### Placement by cell class, run 1

Scale bar: 20 µm.
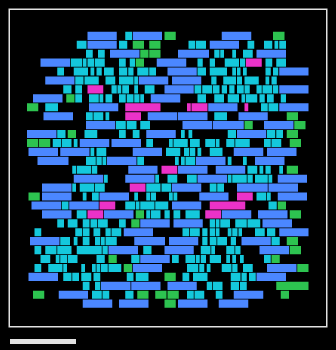
### Routing congestion map, run 1

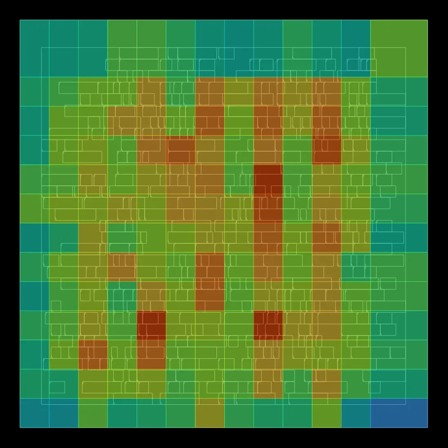
### Gate-type map, run 1

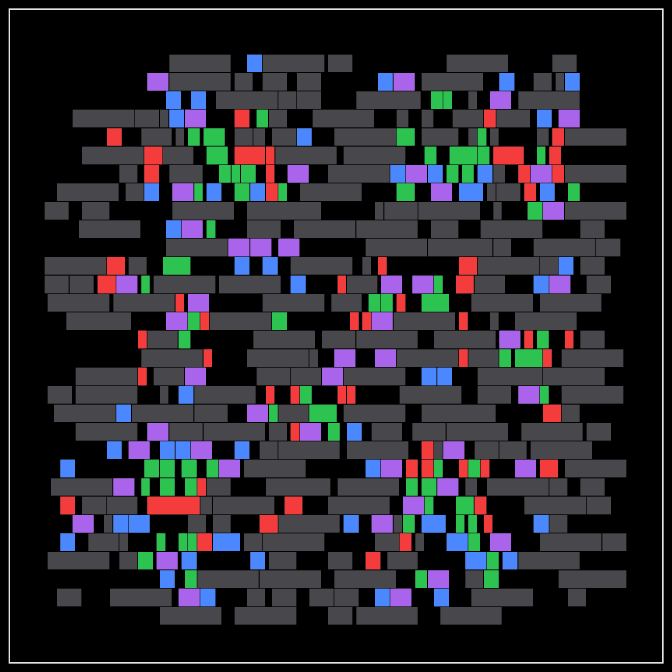
--- config.mk ---
export PLATFORM = sky130hd
export DESIGN_NAME = debounce_multi
export DESIGN_NICKNAME = d
export VERILOG_FILES = /design/src/rtl/debounce_multi.sv
export SDC_FILE = /design/constraint.sdc
export NUM_CORES = 1
export LEC_CHECK = 0
export ABC_CLOCK_PERIOD_IN_PS = 2000
export CAP_MARGIN = 15
export CORE_MARGIN = 5
export CORE_UTILIZATION = 59
export CTS_CLUSTER_DIAMETER = 50
export DETAILED_ROUTE_END_ITERATION = 10
export GPL_TIMING_DRIVEN = 0
export PLACE_DENSITY_LB_ADDON = 0.2
export REMOVE_ABC_BUFFERS = 1
export SLEW_MARGIN = 5
export SYNTH_ARGS = -nofsm -noshare
export SYNTH_HDL_FRONTEND = slang
export SYNTH_SLANG_ARGS = --single-unit
--- constraint.sdc ---
create_clock -name clk -period 2 [get_ports clk]
set_input_delay 0.4 -clock clk [delete_from_list [all_inputs] [get_ports clk]]
set_output_delay 0.4 -clock clk [all_outputs]
set_load 0.02 [all_outputs]
--- src/rtl/debounce_multi.sv ---
// debounce_multi: N-channel push-button conditioner.
//
// Each channel synchronises a raw button input and filters it with a stable-time counter. It
// produces a clean level, one-cycle press/release pulses, and long-press detection.
//
// Ports
//   clk          in   1  system clock, rising edge
//   rst_n        in   1  asynchronous active-low reset
//   pb           in   N  raw asynchronous button inputs
//   pb_debounced out  N  filtered level, 1 = pressed
//   pb_rise      out  N  one-cycle pulse on a debounced press
//   pb_fall      out  N  one-cycle pulse on a debounced release
//   pb_long      out  N  one-cycle pulse when a press has been held LONG_CYCLES
//   pb_held      out  N  level, long-press reached, cleared after release
module debounce_multi #(
  parameter int unsigned N           = 4,
  parameter int unsigned CLKFREQ     = 1000,
  parameter int unsigned DEBOUNCE_MS = 10,
  parameter int unsigned LONG_MS     = 1000,
  parameter bit          ACTIVE_LOW  = 1'b0
) (
  input  logic         clk,
  input  logic         rst_n,
  input  logic [N-1:0] pb,
  output logic [N-1:0] pb_debounced,
  output logic [N-1:0] pb_rise,
  output logic [N-1:0] pb_fall,
  output logic [N-1:0] pb_long,
  output logic [N-1:0] pb_held
);

  localparam int unsigned DB_RAW      = DEBOUNCE_MS * CLKFREQ / 1000;
  localparam int unsigned DB_CYCLES   = (DB_RAW < 1) ? 1 : DB_RAW;
  localparam int unsigned LONG_RAW    = LONG_MS * CLKFREQ / 1000;
  localparam int unsigned LONG_CYCLES = (LONG_RAW < 1) ? 1 : LONG_RAW;

  localparam int unsigned CW = $clog2(DB_CYCLES) + 1;
  localparam int unsigned HW = $clog2(LONG_CYCLES) + 1;

  localparam logic [CW-1:0] DB_LAST   = CW'(DB_CYCLES - 1);
  localparam logic [HW-1:0] LONG_LAST = HW'(LONG_CYCLES - 1);
  localparam logic [HW-1:0] LONG_SAT  = HW'(LONG_CYCLES);

  // Normalise polarity up front so everything downstream treats 1 as pressed.
  logic [N-1:0] w_pb_in;
  assign w_pb_in = ACTIVE_LOW ? ~pb : pb;

  logic [N-1:0] r_sync1;
  logic [N-1:0] r_sync2;

  always_ff @(posedge clk or negedge rst_n) begin
    if (!rst_n) begin
      r_sync1 <= '0;
      r_sync2 <= '0;
    end else begin
      r_sync1 <= w_pb_in;
      r_sync2 <= r_sync1;
    end
  end

  for (genvar g = 0; g < N; g++) begin : g_ch
    logic [CW-1:0] r_cnt;
    logic [HW-1:0] r_hold;
    logic          r_deb;
    logic          r_rise;
    logic          r_fall;
    logic          r_long;
    logic          r_held;

    logic w_differs;
    logic w_qualified;
    logic w_hold_sat;
    logic w_hold_last;

    assign w_differs   = (r_sync2[g] != r_deb);
    // Synchronised input has disagreed with the output for DB_CYCLES consecutive edges.
    assign w_qualified = w_differs && (r_cnt == DB_LAST);
    assign w_hold_sat  = (r_hold == LONG_SAT);
    assign w_hold_last = (r_hold == LONG_LAST);

    // Stable-time filter: any agreement between input and output restarts the count.
    always_ff @(posedge clk or negedge rst_n) begin
      if (!rst_n) begin
        r_cnt  <= '0;
        r_deb  <= 1'b0;
        r_rise <= 1'b0;
        r_fall <= 1'b0;
      end else begin
        r_rise <= w_qualified & r_sync2[g];
        r_fall <= w_qualified & ~r_sync2[g];
        if (!w_differs) begin
          r_cnt <= '0;
        end else if (w_qualified) begin
          r_cnt <= '0;
          r_deb <= r_sync2[g];
        end else begin
          r_cnt <= r_cnt + 1'b1;
        end
      end
    end

    // Hold timer saturates at LONG_CYCLES so pb_long fires once per press.
    always_ff @(posedge clk or negedge rst_n) begin
      if (!rst_n) begin
        r_hold <= '0;
        r_long <= 1'b0;
        r_held <= 1'b0;
      end else if (!r_deb) begin
        r_hold <= '0;
        r_long <= 1'b0;
        r_held <= 1'b0;
      end else if (!w_hold_sat) begin
        r_hold <= r_hold + 1'b1;
        r_long <= w_hold_last;
        if (w_hold_last) begin
          r_held <= 1'b1;
        end
      end else begin
        r_long <= 1'b0;
      end
    end

    assign pb_debounced[g] = r_deb;
    assign pb_rise[g]      = r_rise;
    assign pb_fall[g]      = r_fall;
    assign pb_long[g]      = r_long;
    assign pb_held[g]      = r_held;
  end

endmodule

==> impl_metrics.py, run 1 <==
# Physical implementation metrics
metrics = {
    "run_status": {
        "outcome": "completed",
    },
    "global_routing": {
        "grt_max_degree": 48,
    },
    "hold_path": {
        "hold_class": "in -> async",
    },
    "timing": {
        "min_period_ps": 1880,
        "setup_viol": 0,
        "clock_skew_ps": 4.89,
        "hold_slack_ps": 47.2,
    },
    "final_layout": {
        "final-comb-area_um2": 1850,
        "fin_nets": 441,
    },
    "setup_path": {
        "r2r-start": "g_ch[0].r_hold[1]",
        "crit_type": "reg -> reg",
        "cp.arrival_ps": 2160,
        "crit_path_start_kind": "flip-flop",
        "r2r.worst_path.cells": 5,
    },
    "flow_run": {
        "log.warning_count": 33,
    },
    "die": {
        "num_tap_cells": 99,
        "die_y_um": 96.3,
    },
    "synthesis": {
        "ys_types": 36,
        "ys_ff": 92,
    },
    "placed_design": {
        "place.gp.congestion": 0.778,
    },
    "power_and_ir_drop": {
        "power_density_nw_per_um2": 728,
    },
    "clocking": {
        "clk_pin_slew_ps": 80,
    },
}
Back to the opening pictures, 'Placement by cell class':
Magenta is clock drivers and dummy loads, cells 14. Green is remaining buffers and delay cells, cells 37. Cyan is remaining logic cells, cells 279. Blue is sequential cells, cells 92.
Final Util: 67.6%
core area: 7250 µm²
row count: 31
final instance area: 4900 µm²

Back to the opening pictures, 'Routing congestion map':
M3 GR Usage: 4.07%
DR WL/cell: 12.9 µm
met2 usage: 27.7%
GR peak layer: met2

Back to the opening pictures, 'Gate-type map':
Green is nand cells, cells 66, most used nand3_1. Red is nor cells, cells 56, most used nor2_1. Purple is xor and xnor cells, cells 47, most used xnor2_1. Blue is and/or cells, cells 50, most used and2_1, where spread over the die.
Comb area share: 37.7%
Post-Layout Cell Count: 521
most numerous logic cell after layout: dfrtp_1

[run 1: flip-flops by register name, indices dropped and copies added, names as in the netlist]
| signal | cells |
|---|---|
| g_ch.r_cnt | 20 |
| g_ch.r_deb | 4 |
| g_ch.r_fall | 4 |
| g_ch.r_held | 4 |
| g_ch.r_hold | 44 |
| g_ch.r_long | 4 |
| g_ch.r_rise | 4 |
| r_sync1 | 4 |
| r_sync2 | 4 |
[run 1: report_power, final]
part,switching (mW),internal (mW)
combinational,0.133,0.122
sequential,0.0768,1.93
clock,0.585,0.727
total,0.794,2.77
[run 1: cell families (layout without fill, tap and decap cells)]
family,Yosys count,count (layout),synth area share [%]
simple gates,172,172,23.0
flops,92,92,52.4
xor+xnor,47,47,9.37
buf+inv,44,67,5.56
compound gates,17,17,2.51
fa+ha+maj,16,16,4.56
mux,11,11,2.62
--- run 2 (diff from run 1) ---
- ABC_CLOCK_PERIOD_IN_PS: 2000 -> unset
### Sequential cells coloured by netlist name, run 2

Scale bar: 20 µm.
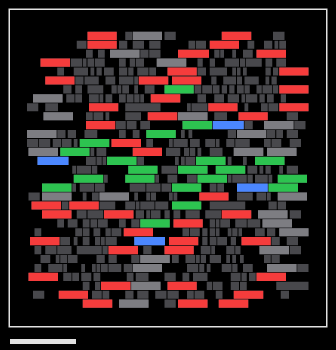
Red is g_ch.r_hold, sequential cells 44, where spread over the die. Blue is g_ch.r_deb, sequential cells 4. Green is g_ch.r_cnt, sequential cells 20.
Another 24 sequential cells are not coloured.
Seq power: 2.00 mW
FF/Latch Area: 2310 µm²

### Gate-type map, run 2

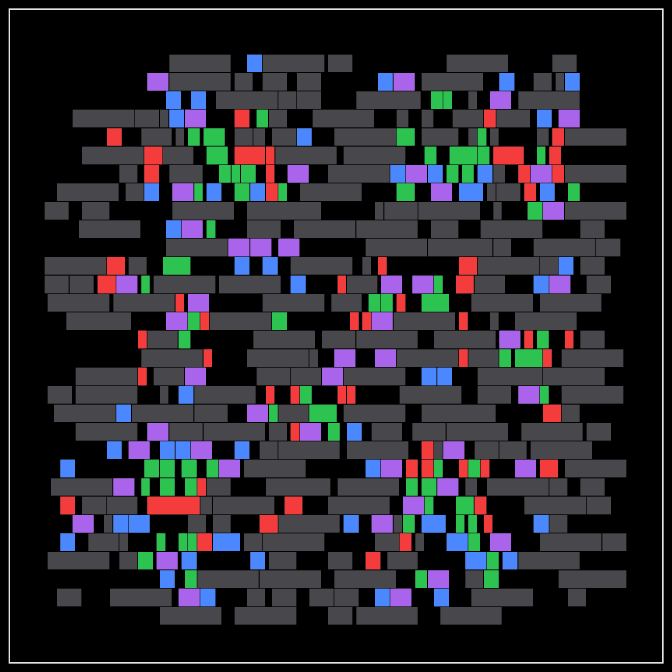
Green is nand cells, cells 66, most used nand3_1. Blue is and/or cells, cells 50, most used and2_1, where spread over the die. Purple is xor and xnor cells, cells 47, most used xnor2_1. Red is nor cells, cells 56, most used nor2_1.

==> run 2 against run 1 <==
Via count is the same; clock power is essentially flat; sequential cell count is the same; critical path type unchanged; critical endpoint unchanged.
==> impl_metrics.py, run 2 <==
# Physical implementation metrics
metrics = {
    "global_routing": {
        "grt_max_degree": 48,
        "antenna_found_initial": 0,
    },
    "power_and_ir_drop": {
        "p_clk_mw": 1.31,
        "p_comb_mw": 0.255,
        "top_power_group": "sequential cells",
        "pwr-share-comb_pct": 7.1,
        "clockPowerShare_pct": 36.7,
        "switching_share_pct": 22.3,
        "power_density_nw_per_um2": 728,
        "seqPwrFrac_pct": 56.1,
    },
    "placed_design": {
        "place.gp.congestion": 0.778,
    },
    "die": {
        "num_tap_cells": 99,
        "die_y_um": 96.3,
        "rows": 31,
        "core_area_um2": 7250,
    },
    "detailed_routing": {
        "drt_iter0_markers": 90,
    },
    "synthesis": {
        "ys_ff": 92,
        "synth-edff-count": 0,
        "top_area_cell": "dfrtp_1",
        "adder_share_pct": 4.56,
        "xor_area_share_pct": 9.37,
        "ys_types": 36,
        "synthTopLogicFamily": "simple AND/OR/NAND/NOR gates",
        "synthAoiAreaFrac_pct": 2.51,
        "mux_share_pct": 2.62,
        "simple_gate_area_share_pct": 23.0,
    },
    "final_layout": {
        "regMostFlops": "g_ch.r_hold",
        "largest_reg_flops": 44,
        "final-comb-area_um2": 1850,
        "top_regs": "g_ch.r_hold: 44 flops, g_ch.r_cnt: 20 flops",
        "comb_area_share_pct": 37.7,
        "finalNonFillerCells": 521,
        "lay_top_count": "dfrtp_1",
        "fin_nets": 441,
        "postLayoutCellArea_um2": 4900,
    },
    "setup_path": {
        "cp.required_ps": 2290,
        "cp.arrival_ps": 2160,
        "crit_type": "reg -> reg",
        "r2r-start": "g_ch[0].r_hold[1]",
        "crit_path_start_kind": "flip-flop",
        "r2r.worst_path.cells": 5,
        "cp.depth": 5,
    },
    "timing": {
        "maxSlewHeadroom_pct": 61.2,
        "setup_viol": 0,
        "min_period_ps": 1880,
        "hold_slack_ps": 47.2,
    },
    "run_status": {
        "outcome": "completed",
    },
    "flow_run": {
        "log.warning_count": 33,
    },
    "hold_path": {
        "hold_class": "in -> async",
    },
}
[run 2: timing repair]
action                     4_1_cts  5_1_grt
setup endpoints to repair        4        6
setup buffers                    0       11
gates cloned                     0        0
resized                          4        2
pin swaps                        0        0
[run 2: layer usage]
layer,up-vias,global-route usage [%],share of wire (%)
li1,1347,-,-
met1,1331,20.1,46
met2,29,27.7,49
met3,7,4.07,3.1
met4,0,6.40,1.2
met5,-,0,0
[run 2: metrics by stage]
step	power (mW)	setup WS [ps]	TNS, ps	util [%]
after global placement	2.25	-2780	-255230	63.2
after floorplan	2.16	313	0	-
after detailed placement	2.28	97.5	0	63.5
after CTS	3.62	6.14	0	66.4
after global routing	3.76	7.76	0	67.6
final	3.57	123	0	67.6
Power figures rest on the tool's default switching activity, not on a simulated workload.
